<file path="src/rtl/db_event_arbiter.sv">
// Purpose : turns debounced button levels into press/release/long-press events
//           and multiplexes them onto one valid/ready port (round-robin).
// Latency : 2 cycles from first high sample to evt_valid; peak 1 event / 2 cycles.
// Backpressure: evt_ready=0 holds the presented event; capture continues and a
//           repeat event on an already-pending flag is merged and flagged in ovf.
//
// Ports:
//   clk, rst_n          clock, asynchronous active-low reset
//   btn_db[N_BTN]       debounced levels (1 = pressed), synchronous to clk
//   evt_valid/evt_ready event handshake
//   evt_ch              channel of the presented event
//   evt_type            00 press, 01 release, 10 long-press
//   ovf[N_BTN]          sticky per-channel event-lost flag
module db_event_arbiter #(
  parameter int N_BTN      = 4,
  parameter int LONG_LIMIT = 1000
) (
  input  logic                     clk,
  input  logic                     rst_n,
  input  logic [N_BTN-1:0]         btn_db,
  output logic                     evt_valid,
  input  logic                     evt_ready,
  output logic [$clog2(N_BTN)-1:0] evt_ch,
  output logic [1:0]               evt_type,
  output logic [N_BTN-1:0]         ovf
);

  localparam int IW = $clog2(N_BTN);
  localparam int CW = $clog2(LONG_LIMIT + 1);

  localparam logic [CW-1:0] LIMIT_C  = CW'(LONG_LIMIT);
  localparam logic [CW-1:0] LIMIT_M1 = CW'(LONG_LIMIT - 1);
  localparam logic [IW-1:0] LAST_CH  = IW'(N_BTN - 1);
  localparam logic [IW:0]   N_EXT    = (IW+1)'(N_BTN);

  localparam logic [1:0] T_PRESS = 2'b00;
  localparam logic [1:0] T_REL   = 2'b01;
  localparam logic [1:0] T_LONG  = 2'b10;

  typedef enum logic {S_IDLE, S_PRESENT} state_t;

  // ---------------------------------------------------------------------------
  // State
  // ---------------------------------------------------------------------------
  state_t            state_q;
  logic              evt_valid_q;
  logic [IW-1:0]     evt_ch_q;
  logic [1:0]        evt_type_q;
  logic [IW-1:0]     rr_ptr_q;

  logic [N_BTN-1:0]  prev_q;
  logic [N_BTN-1:0]  p_press_q, p_press_d;
  logic [N_BTN-1:0]  p_rel_q,   p_rel_d;
  logic [N_BTN-1:0]  p_long_q,  p_long_d;
  logic [N_BTN-1:0]  ovf_q,     ovf_d;
  logic [CW-1:0]     hold_cnt_q [N_BTN];
  logic [CW-1:0]     hold_cnt_d [N_BTN];

  // ---------------------------------------------------------------------------
  // Per-channel edge detect and hold counting
  // ---------------------------------------------------------------------------
  logic [N_BTN-1:0]  rise, fall, long_hit;

  always_comb begin
    rise       = '0;
    fall       = '0;
    long_hit   = '0;
    hold_cnt_d = hold_cnt_q;
    for (int i = 0; i < N_BTN; i++) begin
      rise[i] = btn_db[i] & ~prev_q[i];
      fall[i] = ~btn_db[i] & prev_q[i];
      // Only the LONG_LIMIT-1 -> LONG_LIMIT step fires; saturation keeps it
      // from re-firing for the rest of the hold.
      long_hit[i] = btn_db[i] && (hold_cnt_q[i] == LIMIT_M1);
      if (!btn_db[i]) begin
        hold_cnt_d[i] = '0;
      end else if (hold_cnt_q[i] < LIMIT_C) begin
        hold_cnt_d[i] = hold_cnt_q[i] + CW'(1);
      end
    end
  end

  // ---------------------------------------------------------------------------
  // Round-robin search: first requester at or after rr_ptr, wrapping at N_BTN
  // ---------------------------------------------------------------------------
  logic [N_BTN-1:0]  req;
  logic              gnt_vld;
  logic [IW-1:0]     gnt_idx;
  logic [IW:0]       cand;

  always_comb begin
    req     = p_press_q | p_rel_q | p_long_q;
    gnt_vld = 1'b0;
    gnt_idx = '0;
    cand    = '0;
    for (int k = 0; k < N_BTN; k++) begin
      // One extra bit so the sum cannot alias before the explicit wrap,
      // which keeps non-power-of-two channel counts correct.
      cand = {1'b0, rr_ptr_q} + (IW+1)'(k);
      if (cand >= N_EXT) begin
        cand = cand - N_EXT;
      end
      if (!gnt_vld && req[cand[IW-1:0]]) begin
        gnt_vld = 1'b1;
        gnt_idx = cand[IW-1:0];
      end
    end
  end

  // ---------------------------------------------------------------------------
  // Type select for the granted channel and the matching flag clear.
  // Clears only happen on the IDLE grant edge.
  // ---------------------------------------------------------------------------
  logic [1:0]        gnt_type;
  logic [N_BTN-1:0]  clr_press, clr_rel, clr_long;

  always_comb begin
    gnt_type  = T_PRESS;
    clr_press = '0;
    clr_rel   = '0;
    clr_long  = '0;
    if (state_q == S_IDLE && gnt_vld) begin
      if (p_press_q[gnt_idx]) begin
        gnt_type           = T_PRESS;
        clr_press[gnt_idx] = 1'b1;
      end else if (p_long_q[gnt_idx]) begin
        gnt_type          = T_LONG;
        clr_long[gnt_idx] = 1'b1;
      end else begin
        gnt_type         = T_REL;
        clr_rel[gnt_idx] = 1'b1;
      end
    end
  end

  // ---------------------------------------------------------------------------
  // Pending flag update. A set wins over a same-cycle clear; a set onto a flag
  // that stays 1 merges the event and marks it lost.
  // ---------------------------------------------------------------------------
  always_comb begin
    p_press_d = (p_press_q & ~clr_press) | rise;
    p_rel_d   = (p_rel_q   & ~clr_rel)   | fall;
    p_long_d  = (p_long_q  & ~clr_long)  | long_hit;
    ovf_d     = ovf_q
              | (rise     & p_press_q & ~clr_press)
              | (fall     & p_rel_q   & ~clr_rel)
              | (long_hit & p_long_q  & ~clr_long);
  end

  always_ff @(posedge clk or negedge rst_n) begin
    if (!rst_n) begin
      prev_q    <= '0;
      p_press_q <= '0;
      p_rel_q   <= '0;
      p_long_q  <= '0;
      ovf_q     <= '0;
      for (int i = 0; i < N_BTN; i++) begin
        hold_cnt_q[i] <= '0;
      end
    end else begin
      prev_q     <= btn_db;
      p_press_q  <= p_press_d;
      p_rel_q    <= p_rel_d;
      p_long_q   <= p_long_d;
      ovf_q      <= ovf_d;
      hold_cnt_q <= hold_cnt_d;
    end
  end

  // ---------------------------------------------------------------------------
  // Arbiter FSM with registered outputs
  // ---------------------------------------------------------------------------
  always_ff @(posedge clk or negedge rst_n) begin
    if (!rst_n) begin
      state_q     <= S_IDLE;
      evt_valid_q <= 1'b0;
      evt_ch_q    <= '0;
      evt_type_q  <= T_PRESS;
      rr_ptr_q    <= '0;
    end else begin
      case (state_q)
        S_IDLE: begin
          if (gnt_vld) begin
            evt_ch_q    <= gnt_idx;
            evt_type_q  <= gnt_type;
            rr_ptr_q    <= (gnt_idx == LAST_CH) ? '0 : gnt_idx + IW'(1);
            evt_valid_q <= 1'b1;
            state_q     <= S_PRESENT;
          end
        end
        S_PRESENT: begin
          if (evt_ready) begin
            evt_valid_q <= 1'b0;
            state_q     <= S_IDLE;
          end
        end
        default: begin
          evt_valid_q <= 1'b0;
          state_q     <= S_IDLE;
        end
      endcase
    end
  end

  assign evt_valid = evt_valid_q;
  assign evt_ch    = evt_ch_q;
  assign evt_type  = evt_type_q;
  assign ovf       = ovf_q;

endmodule

</file>
<file path="config.mk">
export PLATFORM = sky130hd
export DESIGN_NAME = db_event_arbiter
export DESIGN_NICKNAME = d
export VERILOG_FILES = /design/src/rtl/db_event_arbiter.sv
export SDC_FILE = /design/constraint.sdc
export NUM_CORES = 1
export LEC_CHECK = 0
export ABC_AREA = 1
export CAP_MARGIN = 20
export CORE_AREA = 3 3 101 103
export CTS_CLUSTER_SIZE = 8
export DETAILED_ROUTE_END_ITERATION = 6
export DIE_AREA = 0 0 104 106
export SLEW_MARGIN = 40
export SYNTH_ARGS = -nofsm -noshare
export SYNTH_HDL_FRONTEND = slang
export SYNTH_SLANG_ARGS = --single-unit
</file>
<file path="constraint.sdc">
create_clock -name clk -period 2.15 [get_ports clk]
set_input_delay 0.215 -clock clk [delete_from_list [all_inputs] [get_ports clk]]
set_output_delay 0.215 -clock clk [all_outputs]
set_load 0.03 [all_outputs]
</file>
Figure 1. Clock wires, drivers and flops (run 1).
Bar = 20 um.
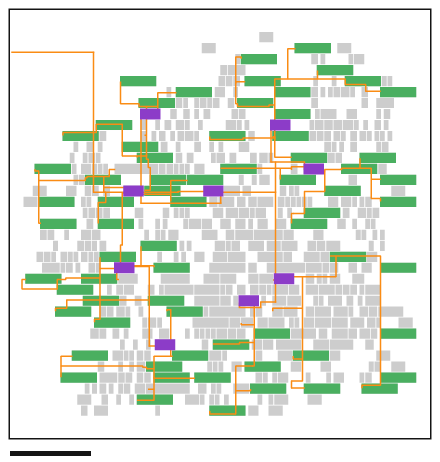
- purple: clock-net drivers (count 9)
- green: flip-flops (count 68)
- orange: clock wires (length 941 um)
- flops lie: widely spread

Figure 2. Selected gate families (run 1).
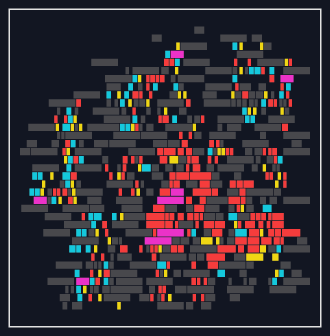
- yellow: inv cells (cells 62; most used inv_1; where widely spread)
- red: nand cells (cells 164; most used nand2_1)
- magenta: fa/ha/maj cells (cells 8; most used ha_1)
- cyan: aoi and oai cells (cells 65; most used a21oi_1; where widely spread)

Figure 3. Where the registers sit (run 1).
Other sequential cells in the stronger gray, the rest of the logic in the fainter gray.
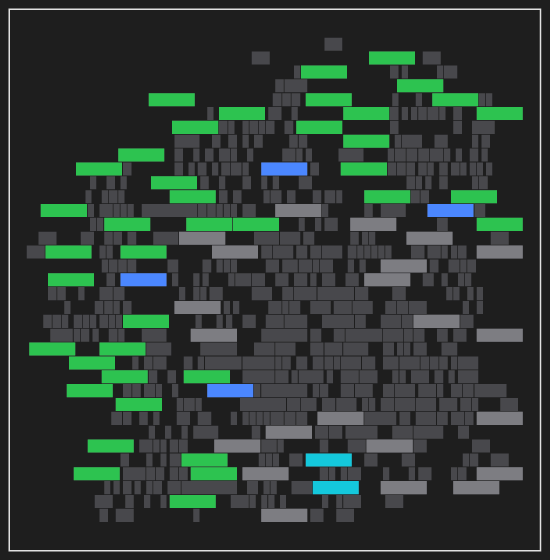
- cyan: evt_type (placed flops 2)
- blue: prev_q (placed flops 4)
- green: hold_cnt_q (placed flops 40; where widely spread)
- not colored: 22

Figure 4. Placement by cell class (run 1).
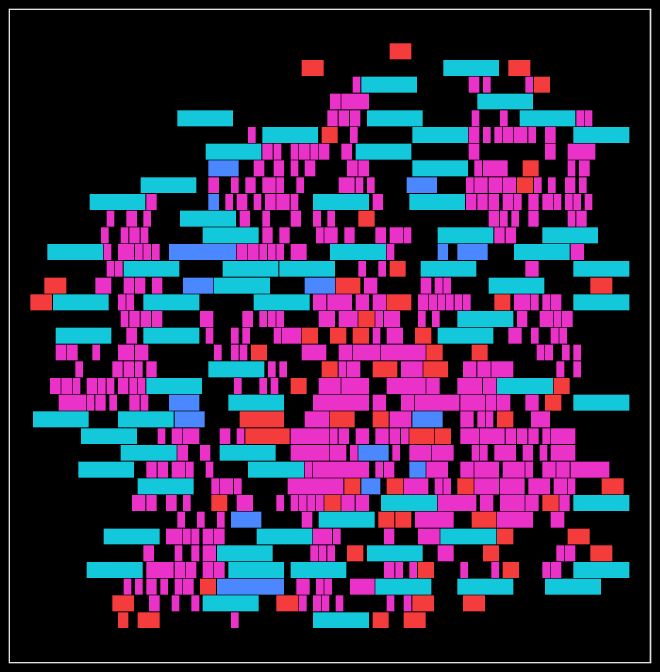
- blue: clock drivers and dummy loads (cells 16)
- cyan: registers (cells 68)
- red: remaining buffers and delay cells (cells 62)
- magenta: remaining logic cells (cells 385)

==> out/results.ini, run 1 <==
[sta]
worst_slew_pin_slew_ns = 0.6006
fin_tns_setup_ns = -0.3075
slew_viol_final = 0
fin_ws_ns = -0.07724
slew_headroom_pct = 59.96
layout_min_cycle_time_ns = 2.227
setup-violations-final = 6
rsz0062_at_grt = true
fin_crit_sh_pct = 103.6
fmax_mhz = 449.0
fin_skew_ns = 0.009671

[power_and_ir_drop]
clk-power_w = 0.00119
sw_frac_of_total_pct = 40.69
powerDensity_nw_per_um2 = 1237
leakagePower_nw = 2.217
p_clk_share_pct = 19.9
total_power_w = 0.005975
seq_power_w = 0.00162
seqPwrFrac_pct = 27.1
p_comb_w = 0.00317
power.group.top = combinational logic

[clocking]
htree_levels = 3
cts_tree = built
clk_pin_slew_ns = 0.08
clockBufferDepth = 2
cts.sinks = 68
clk_latency_ns = 0.35
cts_setup_buffers = 1

[synth]
synthArstFlopShare_pct = 100.0
top_cell_area_share_pct = 45.84
netlist_logic_family_top = simple AND/OR/NAND/NOR gates
ys_sh_simple_pct = 34.14
synthMuxAreaShare_pct = 0
ys_cells = 455
synth_cell_types = 38
avgSynthCellArea_um2 = 8.159
common_cells = 85 x nand2_1, 68 x dfrtp_1, 56 x inv_1, 41 x nor2_1, 36 x a21oi_1
synth-xor-area-share_pct = 0
flop_cell = dfrtp_1
yosys_register_bits = 68
synthMostInstantiatedCell = nand2_1
yosysTopAreaCell = dfrtp_1
netlist_instances = 455
edf_count = 0

[critical_path]
cp_common_cell = nand2_4
worstPathArrival_ns = 2.45
rr_worst_depth = 17
worst-path-buf-inv = 4
required_ns = 2.37
regToRegSetupSlack_ns = -0.08
r2r_start = rr_ptr_q[0]
critPathMaxStageDelay_ns = 0.41
crit_chain = buf_6 > clkinv_8 > nand2_4 > nand2_4 > inv_4 > nand3_4 > nand2_4 > nor2_4 > nand3_2 > nand2_4 > nand2_8 > inv_8 > ha_4 > nand2_2 > nand3b_1 > a21oi_2 > nand3_1
crit_family = simple AND/OR/NAND/NOR gates
reg2reg_to = ovf[3]

[final_layout]
diodes = 0
final_cells = 660
nClkBuffers = 10
design_area_um2 = 4830
final_common_cell = nand2_1
comb_cells = 323
largest_class = logic gates
numSequentialCells = 68
areaGrowthSynthToFinish_pct = 30.10
fin_nets = 541
register_area_um2 = 1702
nFillCells = 883
final_util_pct = 52.02
clock_area_share_pct = 4.637
regMostFlops = hold_cnt_q
drive_above_1_share_pct = 24.67
non_clock_buffer_area_share_pct = 11.42
largest_reg_flops = 40

[drt]
top_layer = met4
remaining_drc_errors = 0
dr.pass1.iters = 5
viasPerCell = 4.889
wire_per_inst_um = 12.49
wl_met2_mm = 3.998
ant_nets = 0
totalWireLength_mm = 8.245
wl_met1_mm = 3.973
drtIter0Drc = 75

[global_route]
grtUsageMet3_pct = 2.793
grt_max_degree = 26
busiest_layer = met2
antenna_found_initial = 0

[floorplan]
ios = 16
die_y_um = 106
placementRows = 35
dieArea_um2 = 11020
core_area_um2 = 9284
initCoreUtil_pct = 39.99
die_w_um = 104

[status]
violations = negative setup slack
status = finished, violations left

[job]
cap_violations = 0

[placed_design]
io_buffers = 15
dp_hpwl_mm = 5.980
place_ws_ns = -0.09722

Figure 5. The clock network (run 1).
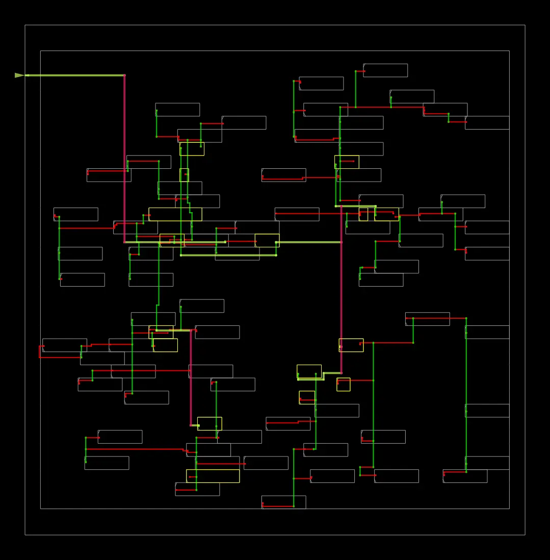

==> run 1 -> run 2 <==
clock period = 2.05 ns   (was 2.15 ns; I/O delays follow)
Figure 6. The clock network (run 2).
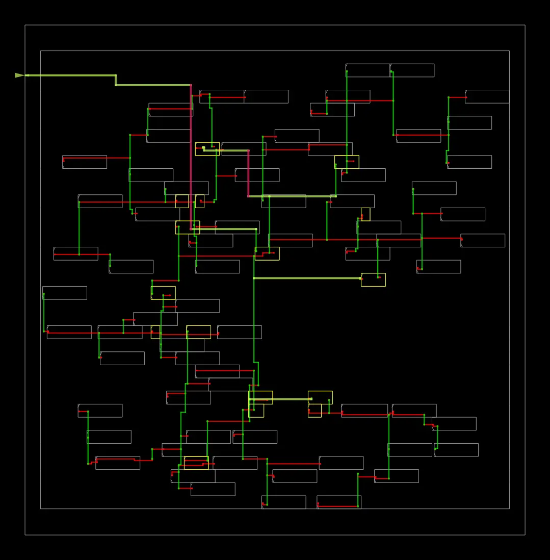
clk_skew: 0.01258 ns
layout clock buffer count: 10
Clock Sinks: 68

Figure 7. Where the registers sit (run 2).
Other sequential cells in the stronger gray, the rest of the logic in the fainter gray.
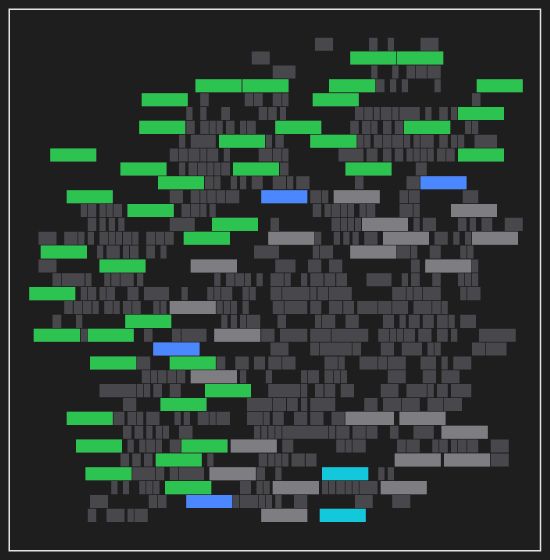
- blue: prev_q (placed flops 4)
- cyan: evt_type (placed flops 2)
- green: hold_cnt_q (placed flops 40; where widely spread)

Figure 8. Clock wires, drivers and flops (run 2).
Bar = 20 um.
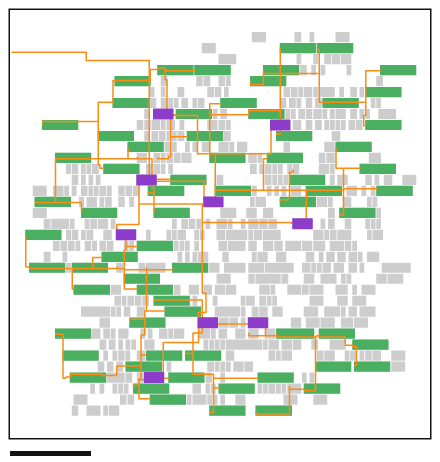
- purple: clock-net drivers (count 9)
- orange: clock wires (length 972 um)
- green: flip-flops (count 68)
- flops lie: widely spread
- routed clock nets: 10

==> out/results.ini, run 2 <==
[status]
status = finished, violations left  ; unchanged
violations = negative setup slack  ; unchanged

[critical_path]
crit_chain = clkinv_4 > nand2_4 > nand2_4 > nand3_1 > nand2_2 > nor2_4 > nand2_2 > nor2_4 > nor2_8 > inv_4 > ha_2 > nand2_1 > nand3b_1 > a21oi_1 > nand3_1  ; was buf_6 > clkinv_8 > nand2_4 > nand2_4 > inv_4 > nand3_4 > nand2_4 > nor2_4 > nand3_2 > nand2_4 > nand2_8 > inv_8 > ha_4 > nand2_2 > nand3b_1 > a21oi_2 > nand3_1
regToRegSetupSlack_ns = -0.16  ; was -0.08 ns
r2r_start = rr_ptr_q[0]  ; unchanged
reg2reg_to = ovf[3]  ; unchanged
crit_cells = 15  ; was 17
worstPathArrival_ns = 2.43  ; was 2.45 ns
critPathMaxStageDelay_ns = 0.48  ; was 0.41 ns
crit_slowest_cell = dfrtp_2  ; was dfrtp_1
worst-path-buf-inv = 2  ; was 4
rr_worst_depth = 15  ; was 17
required_ns = 2.27  ; was 2.37 ns
crit_family = simple AND/OR/NAND/NOR gates  ; unchanged

[placed_design]
io_buffers = 15  ; unchanged
place_ws_ns = -0.1946  ; was -0.09722 ns
dp_hpwl_mm = 5.914  ; was 5.980 mm
placed_cell_area_um2 = 4290  ; was 4280 um2
dp.cells = 634  ; was 631

[clocking]
clk_latency_ns = 0.35  ; about the same
clk_pin_slew_ns = 0.08  ; about the same
cts_resized = 5  ; was 7
ctsHoldBuffers = 1  ; unchanged
cts_setup_buffers = 0  ; was 1
cts_tree = built  ; unchanged
htree_levels = 3  ; unchanged
clockBufferDepth = 2  ; unchanged
cts_buffers = 9  ; unchanged

[final_layout]
largest_class = logic gates  ; unchanged
seq_share_pct = 37.31  ; was 35.23%
final_util_pct = 49.16  ; was 52.02%
numSequentialCells = 68  ; unchanged
final_common_cell = nand2_1  ; unchanged
comb_cells = 323  ; unchanged
design_area_um2 = 4564  ; was 4830 um2
mostFrequentLayoutCells = 83 x nand2_1, 67 x dfrtp_1, 55 x inv_1, 38 x nor2_1, 38 x buf_4  ; was 79 x nand2_1, 68 x dfrtp_1, 55 x inv_1, 37 x nor2_1, 37 x buf_4
areaGrowthSynthToFinish_pct = 22.95  ; was 30.10%
register_area_um2 = 1703  ; was 1702 um2
largest_reg_flops = 40  ; unchanged
nFillCells = 902  ; was 883
drive_above_1_share_pct = 21.95  ; was 24.67%
final_cells = 653  ; was 660
regMostFlops = hold_cnt_q  ; unchanged
non_clock_buffer_area_share_pct = 10.09  ; was 11.42%
diodes = 0  ; unchanged
clock_area_share_pct = 3.865  ; was 4.637%
fin_nets = 534  ; was 541

[drt]
wl_met2_mm = 3.870  ; was 3.998 mm
routed-wl-met3_um = 228  ; was 163 um
wl_met1_mm = 3.916  ; was 3.973 mm
ant_nets = 0  ; unchanged
remaining_drc_errors = 0  ; unchanged
wire_per_inst_um = 12.34  ; was 12.49 um
totalWireLength_mm = 8.056  ; was 8.245 mm
viasPerCell = 4.836  ; was 4.889
top_layer = met4  ; unchanged
via_count = 3158  ; was 3227
dr.pass1.iters = 4  ; was 5
drtIter0Drc = 122  ; was 75

[synth]
synthMuxAreaShare_pct = 0  ; unchanged
avgSynthCellArea_um2 = 8.159  ; unchanged
aoi_share_pct = 10.08  ; unchanged
yosys_register_bits = 68  ; unchanged
netlist_instances = 455  ; unchanged
topCellsByArea = dfrtp_1 46%, nand2_1 8.6%, inv_1 5.7%  ; unchanged
yosysTopAreaCell = dfrtp_1  ; unchanged
top_cell_area_share_pct = 45.84  ; unchanged
synthMostInstantiatedCell = nand2_1  ; unchanged
ys_cells = 455  ; unchanged
common_cells = 85 x nand2_1, 68 x dfrtp_1, 56 x inv_1, 41 x nor2_1, 36 x a21oi_1  ; unchanged
netlist_logic_family_top = simple AND/OR/NAND/NOR gates  ; unchanged
flop_cell = dfrtp_1  ; unchanged
synth_cell_types = 38  ; unchanged
synthArstFlopShare_pct = 100.0  ; unchanged
synth-xor-area-share_pct = 0  ; unchanged
ys_sh_simple_pct = 34.14  ; unchanged
edf_count = 0  ; unchanged
synth_area_um2 = 3712  ; unchanged

[sta]
rsz0062_at_grt = true  ; unchanged
fmax_mhz = 452.2  ; was 449.0 MHz
fin_crit_sh_pct = 107.9  ; was 103.6%
worst_slew_pin_slew_ns = 0.4738  ; was 0.6006 ns
fin_ws_ns = -0.1616  ; was -0.07724 ns
layout_min_cycle_time_ns = 2.212  ; was 2.227 ns
fin_tns_setup_ns = -1.478  ; was -0.3075 ns
slew_headroom_pct = 68.42  ; was 59.96%
slew_viol_final = 0  ; unchanged
setup-violations-final = 17  ; was 6

[power_and_ir_drop]
total_power_w = 0.005521  ; was 0.005975 W
p_clk_share_pct = 18.1  ; was 19.9%
p_comb_share_pct = 51.2  ; was 53.0%
power.group.top = combinational logic  ; unchanged
irDropWorstVdd_mv = 0.4434  ; was 0.5812 mV
p_int_w = 0.003200  ; was 0.003544 W
power.switching_w = 0.002321  ; was 0.002431 W
powerDensity_nw_per_um2 = 1210  ; was 1237 nW/um2
leakagePower_nw = 2.118  ; was 2.217 nW
p_comb_w = 0.00283  ; was 0.00317 W
sw_frac_of_total_pct = 42.04  ; was 40.69%
seqPwrFrac_pct = 30.7  ; was 27.1%
clk-power_w = 0.00100  ; was 0.00119 W
seq_power_w = 0.00170  ; was 0.00162 W

[global_route]
busiest_layer = met2  ; unchanged
grtUsageMet3_pct = 4.614  ; was 2.793%
antenna_found_initial = 0  ; unchanged
grt_max_degree = 51  ; was 26
track_usage_pct = 15.21  ; was 15.36%

[floorplan]
die_w_um = 104  ; unchanged
taps = 129  ; unchanged
dieArea_um2 = 11020  ; unchanged
core_area_um2 = 9284  ; unchanged
placementRows = 35  ; unchanged
die_y_um = 106  ; unchanged
initCoreUtil_pct = 39.99  ; unchanged
ios = 16  ; unchanged

[job]
cap_violations = 0  ; unchanged

Power and IR drop assume default switching activity.
